<file path="config.mk">
export PLATFORM = sky130hd
export DESIGN_NAME = writeback_unit
export DESIGN_NICKNAME = d
export VERILOG_FILES = /design/src/rtl/wb_pkg.sv /design/src/rtl/wb_out_fifo.sv /design/src/rtl/writeback_unit.sv
export SDC_FILE = /design/constraint.sdc
export NUM_CORES = 1
export LEC_CHECK = 0
export CAP_MARGIN = 10
export CORE_AREA = 2 2 85 71
export CTS_BUF_LIST = sky130_fd_sc_hd__clkbuf_8
export DETAILED_ROUTE_END_ITERATION = 8
export DIE_AREA = 0 0 87 73
export GPL_ROUTABILITY_DRIVEN = 0
export PLACE_DENSITY = 0.85
export SKIP_LAST_GASP = 1
export SLEW_MARGIN = 20
export SYNTH_ARGS = -nofsm -noshare
export SYNTH_HDL_FRONTEND = slang
export SYNTH_SLANG_ARGS = --single-unit
</file>
<file path="constraint.sdc">
create_clock -name clk -period 4.8 [get_ports clk]
set_clock_uncertainty 0.05 [all_clocks]
set_input_delay 1.2 -clock clk [delete_from_list [all_inputs] [get_ports clk]]
set_output_delay 1.2 -clock clk [all_outputs]
set_load 0.005 [all_outputs]
</file>
<file path="src/rtl/wb_pkg.sv">
// Shared types and helpers for the writeback stage: source encoding, default widths,
// and the source-priority function also used by the forwarding network.
package wb_pkg;

  localparam int WB_DATA_W = 16;
  localparam int WB_RA_W   = 3;

  typedef enum logic [1:0] {
    WB_ALU = 2'd0,
    WB_MEM = 2'd1,
    WB_IN  = 2'd2
  } wb_src_e;

  // Input port beats memory, memory beats ALU.
  function automatic wb_src_e wb_src_sel(input logic in_sel, input logic mem_sel);
    if (in_sel) begin
      return WB_IN;
    end else if (mem_sel) begin
      return WB_MEM;
    end
    return WB_ALU;
  endfunction

endpackage

</file>
<file path="src/rtl/wb_out_fifo.sv">
// Output-port queue between the writeback stage and the external device.
// WB_OUT_FIFO_EN selects an OUT_DEPTH-entry ring buffer; otherwise a single holding register.
module wb_out_fifo #(
  parameter int DATA_W    = 16,
  parameter int OUT_DEPTH = 4,
  localparam int CNT_W    = $clog2(OUT_DEPTH + 1)
) (
  input  logic              clk,
  input  logic              rst,
  input  logic              push_i,
  input  logic [DATA_W-1:0] push_data_i,
  input  logic              ready_i,
  output logic              valid_o,
  output logic [DATA_W-1:0] data_o,
  output logic [CNT_W-1:0]  count_o,
  output logic              full_o
);

`ifdef WB_OUT_FIFO_EN
  localparam int PTR_W = $clog2(OUT_DEPTH);

  logic [DATA_W-1:0] mem_q [OUT_DEPTH];
  logic [PTR_W-1:0]  wr_ptr_q, rd_ptr_q;
  logic [CNT_W-1:0]  count_q;
  logic              pop;

  assign valid_o = (count_q != '0);
  assign pop     = valid_o & ready_i;
  assign full_o  = (count_q == CNT_W'(OUT_DEPTH));
  assign count_o = count_q;
  assign data_o  = valid_o ? mem_q[rd_ptr_q] : '0;

  always_ff @(posedge clk or posedge rst) begin
    if (rst) begin
      wr_ptr_q <= '0;
      rd_ptr_q <= '0;
      count_q  <= '0;
    end else begin
      if (push_i) wr_ptr_q <= wr_ptr_q + 1'b1;
      if (pop)    rd_ptr_q <= rd_ptr_q + 1'b1;
      case ({push_i, pop})
        2'b10:   count_q <= count_q + 1'b1;
        2'b01:   count_q <= count_q - 1'b1;
        default: count_q <= count_q;
      endcase
    end
  end

  // Storage is not reset; out_data is masked to zero while empty.
  always_ff @(posedge clk) begin
    if (push_i) mem_q[wr_ptr_q] <= push_data_i;
  end
`else
  logic [DATA_W-1:0] data_q;
  logic              vld_q;
  logic              pop;

  assign valid_o = vld_q;
  assign pop     = vld_q & ready_i;
  assign full_o  = vld_q;
  assign count_o = {{(CNT_W-1){1'b0}}, vld_q};
  assign data_o  = vld_q ? data_q : '0;

  always_ff @(posedge clk or posedge rst) begin
    if (rst) begin
      vld_q <= 1'b0;
    end else if (push_i) begin
      vld_q <= 1'b1;
    end else if (pop) begin
      vld_q <= 1'b0;
    end
  end

  always_ff @(posedge clk) begin
    if (push_i) data_q <= push_data_i;
  end
`endif

endmodule

</file>
<file path="src/rtl/writeback_unit.sv">
// Register-file writeback stage with a buffered OUT channel and back-pressure.
// Queue depth follows WB_OUT_FIFO_EN (see wb_out_fifo).
module writeback_unit
  import wb_pkg::*;
#(
  parameter int DATA_W    = WB_DATA_W,
  parameter int RA_W      = WB_RA_W,
  parameter int OUT_DEPTH = 4
) (
  input  logic                           clk,
  input  logic                           rst,
  input  logic                           in_valid,
  output logic                           in_ready,
  input  logic [DATA_W-1:0]              alu_result,
  input  logic [DATA_W-1:0]              mem_data,
  input  logic [DATA_W-1:0]              in_port,
  input  logic                           mem_sel,
  input  logic                           in_sel,
  input  logic                           out_sel,
  input  logic                           reg_write,
  input  logic [RA_W-1:0]                rd,
  output logic                           rf_we,
  output logic [RA_W-1:0]                rf_addr,
  output logic [DATA_W-1:0]              rf_data,
  output logic                           out_valid,
  input  logic                           out_ready,
  output logic [DATA_W-1:0]              out_data,
  output logic [DATA_W-1:0]              out_last,
  output logic [$clog2(OUT_DEPTH+1)-1:0] out_count
);

  wb_src_e           src;
  logic [DATA_W-1:0] rf_data_d;
  logic              rf_we_q;
  logic [RA_W-1:0]   rf_addr_q;
  logic [DATA_W-1:0] rf_data_q;
  logic [DATA_W-1:0] out_last_q;
  logic              full;
  logic              pop;
  logic              accept;

  always_comb begin
    src = wb_src_sel(in_sel, mem_sel);
    case (src)
      WB_IN:   rf_data_d = in_port;
      WB_MEM:  rf_data_d = mem_data;
      default: rf_data_d = alu_result;
    endcase
  end

  // A full queue still accepts an OUT when the head leaves in the same cycle.
  assign pop      = out_valid & out_ready;
  assign in_ready = ~out_sel | ~full | pop;
  assign accept   = in_valid & in_ready;

  always_ff @(posedge clk or posedge rst) begin
    if (rst) begin
      rf_we_q    <= 1'b0;
      rf_addr_q  <= '0;
      rf_data_q  <= '0;
      out_last_q <= '0;
    end else begin
      rf_we_q <= accept & reg_write;
      if (accept & reg_write) begin
        rf_addr_q <= rd;
        rf_data_q <= rf_data_d;
      end
      if (pop) out_last_q <= out_data;
    end
  end

  assign rf_we    = rf_we_q;
  assign rf_addr  = rf_addr_q;
  assign rf_data  = rf_data_q;
  assign out_last = out_last_q;

  wb_out_fifo #(
    .DATA_W    (DATA_W),
    .OUT_DEPTH (OUT_DEPTH)
  ) u_out_fifo (
    .clk         (clk),
    .rst         (rst),
    .push_i      (accept & out_sel),
    .push_data_i (alu_result),
    .ready_i     (out_ready),
    .valid_o     (out_valid),
    .data_o      (out_data),
    .count_o     (out_count),
    .full_o      (full)
  );

endmodule
</file>
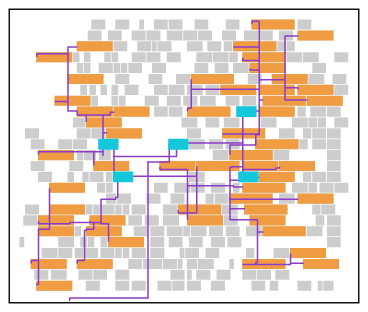
(images/clock_wires.png)
(4 px per um)
- flip-flops: orange (count 53)
- clock wires: purple (length 586 um)
- clock-net drivers: cyan (count 5)
- flops lie: widely spread
- routed clock nets: 6

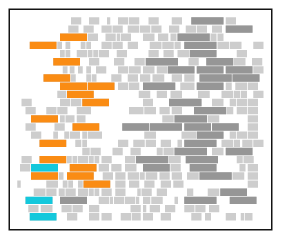
(images/ff_map.png)
(3 px per um) Other sequential cells in the stronger gray, the rest of the logic in the fainter gray.
- rf_data: orange (placed flops 16)
- rf_addr: cyan (placed flops 3)
- not colored: 34

-- per-layer routing --
| metal | global-route usage (%) | up-vias | routed length, um |
|---|---|---|---|
| li1 | - | 843 | - |
| met1 | 24.36 | 852 | 2549 |
| met2 | 30.28 | 53 | 2977 |
| met3 | 3.733 | 8 | 239 |
| met4 | 6.424 | 0 | 101 |
| met5 | 0 | - | 0 |
-- critical path, cell delays in order --
cell and delay (ns):
clkdlybuf4s50_1 0.45, and3b_1 0.61, inv_1 0.09, clkdlybuf4s50_1 0.46
-- state kept, by name (all words and copies together), names as in the netlist --
| register | flops |
|---|---|
| rf_we | 1 |
| u_out_fifo.data_q | 16 |
| rf_addr | 3 |
| out_last | 16 |
| u_out_fifo.full_o | 1 |
| rf_data | 16 |
-- synth_stat cells --
cell type / instances / area (um2)
inv_1: 3 / 11.26
mux2i_1: 16 / 160.2
clkbuf_1: 3 / 11.26
o21ai_0: 23 / 115.1
conb_1: 1 / 3.750
dfrtp_1: 37 / 925.9
buf_2: 5 / 25.02
nor2_1: 1 / 3.750
o21ai_1: 8 / 40.04
mux2_2: 32 / 360.4
buf_6: 4 / 45.04
edfxtp_1: 16 / 480.5
or2_1: 1 / 6.260
and3b_1: 1 / 8.760
mux2_1: 3 / 33.78
o21ai_2: 2 / 17.52
and2_1: 16 / 100.1
nand2_1: 3 / 11.26
buf_4: 3 / 22.52
inv_4: 1 / 6.260
-- logic make-up (layout without fill, tap and decap cells) --
| family | Yosys count | in the layout |
|---|---|---|
| buffers and inverters | 19 | 127 |
| AND/OR/NAND/NOR | 22 | 22 |
| flip-flops | 53 | 53 |
| other | 1 | 2 |
| multiplexers | 51 | 51 |
| AND-OR/OR-AND | 33 | 33 |
-- final cells by class --
type | instances | share of cell area [%]
sequential | 53 | 38.97
multi-input combinational | 108 | 23.96
timing repair buffer | 115 | 31.76
inverter | 4 | 0.4854
clock buffer | 5 | 1.907
clock inverter | 3 | 0.5895
tap | 67 | 2.323
-- metrics by stage --
| step | total power (W) | hold slack (ns) |
|---|---|---|
| floorplan | 0.0006694 | 0.4240 |
| global placement | 0.0008555 | 0.4228 |
| detailed placement | 0.0008656 | 0.4312 |
| CTS | 0.001116 | 0.4537 |
| global route | 0.001162 | 0.4752 |
| finish | 0.001106 | 0.4436 |
-- power breakdown --
group	leakage, nW	internal [W]	switching (W)
registers	0.596	0.000526	0.0000330
logic	0.808	0.000200	0.0000956
clock network	0.0445	0.000104	0.000147
-- worst max-delay path by stage --
stage                          from        to  slack (ns)  depth (start not counted)
after global placement    out_ready  in_ready        0.78                          4
after global routing      out_ready  in_ready        0.63                          4
final                     out_ready  in_ready        0.73                          4
after CTS                 out_ready  in_ready        0.73                          4
after floorplan           out_ready  in_ready        1.74                          4
after detailed placement  out_ready  in_ready        0.75                          4
-- cell usage in the layout (no fill, tap or decap), drive strengths merged --
cell           instances
edfxtp                16
and2                  16
o21ai                 33
dfrtp                 37
buf                    2
mux2i                 16
and3b                  1
mux2                  35
inv                    5
or2                    1
nand2                  3
clkinv                 1
nor2                   1
clkbuf                 5
clkdlybuf4s50        113
clkinvlp               1
conb                   2
==> results.cfg <==
; flow metrics
[yosys]
ys_sh_mux_pct = 23.21
synth_area_per_cell_um2 = 13.34
yosys_cells = 179
synthSimpleGateAreaFrac_pct = 5.448
yosysWarnings = 0
yosysSeqAreaShare_pct = 58.88
synthAdderAreaFrac_pct = 0
synth_cells = 179
synth.logic.top_family = multiplexers
synth_cell_types = 20
ys_ff = 53
ys_area_mm2 = 0.002389

[worst_hold_path]
hold_path_depth = 1
hp-class = register to register
min_from = rf_addr[2]

[clocking]
root_buffer = clkbuf_8
cts-buffers-inserted = 5
cts_hold_buf = 0
clockBufferDepth = 2
clkTransAtPathRegs_ns = 0.09

[detailed_routing]
drt_pre_antenna_iters = 4
num_vias = 1756
drt_iter0_drc = 95

[finish]
mi_logic_area_um2 = 864.6
nNetsFinal = 346
fin_util_pct = 64.45
final_cells = 355
area_growth_syn_to_layout_pct = 51.07
drive_above_1_share_pct = 15.63

[placed_design]
io_buffers = 113
dpl.hpwl_um = 4529
dp.cells = 347
placed_area_mm2 = 0.003518

[final_timing]
finalClockPeriodUsage_pct = 84.83
setup-tns-final_ns = 0
finalHoldViolCount = 0
slew_headroom_pct = 37.69
worst_pin_slew_ns = 0.9317

[worst_setup_path]
critPathRequiredTime_ns = 3.55
start_kind = input pin
r2r_start = u_out_fifo.full_o
worstPathMaxFanout = 19
worst_setup_path_end_kind = output port
crit_arrival_ns = 2.82

[floorplan]
die-area_mm2 = 0.006351
rows = 25
coreArea_mm2 = 0.005599

[power_and_ir_drop]
vdd_drop_max_mv = 0.1831

[global_routing]
grt_pass1_vias = 1712
grt_remaining_overflow = 0
grt_pass1_wl_um = 8887
antenna_found_initial = 0
grt.total_usage_pct = 18.41

[outcome]
status = finished clean
Power is estimated from default activity; no workload was simulated.
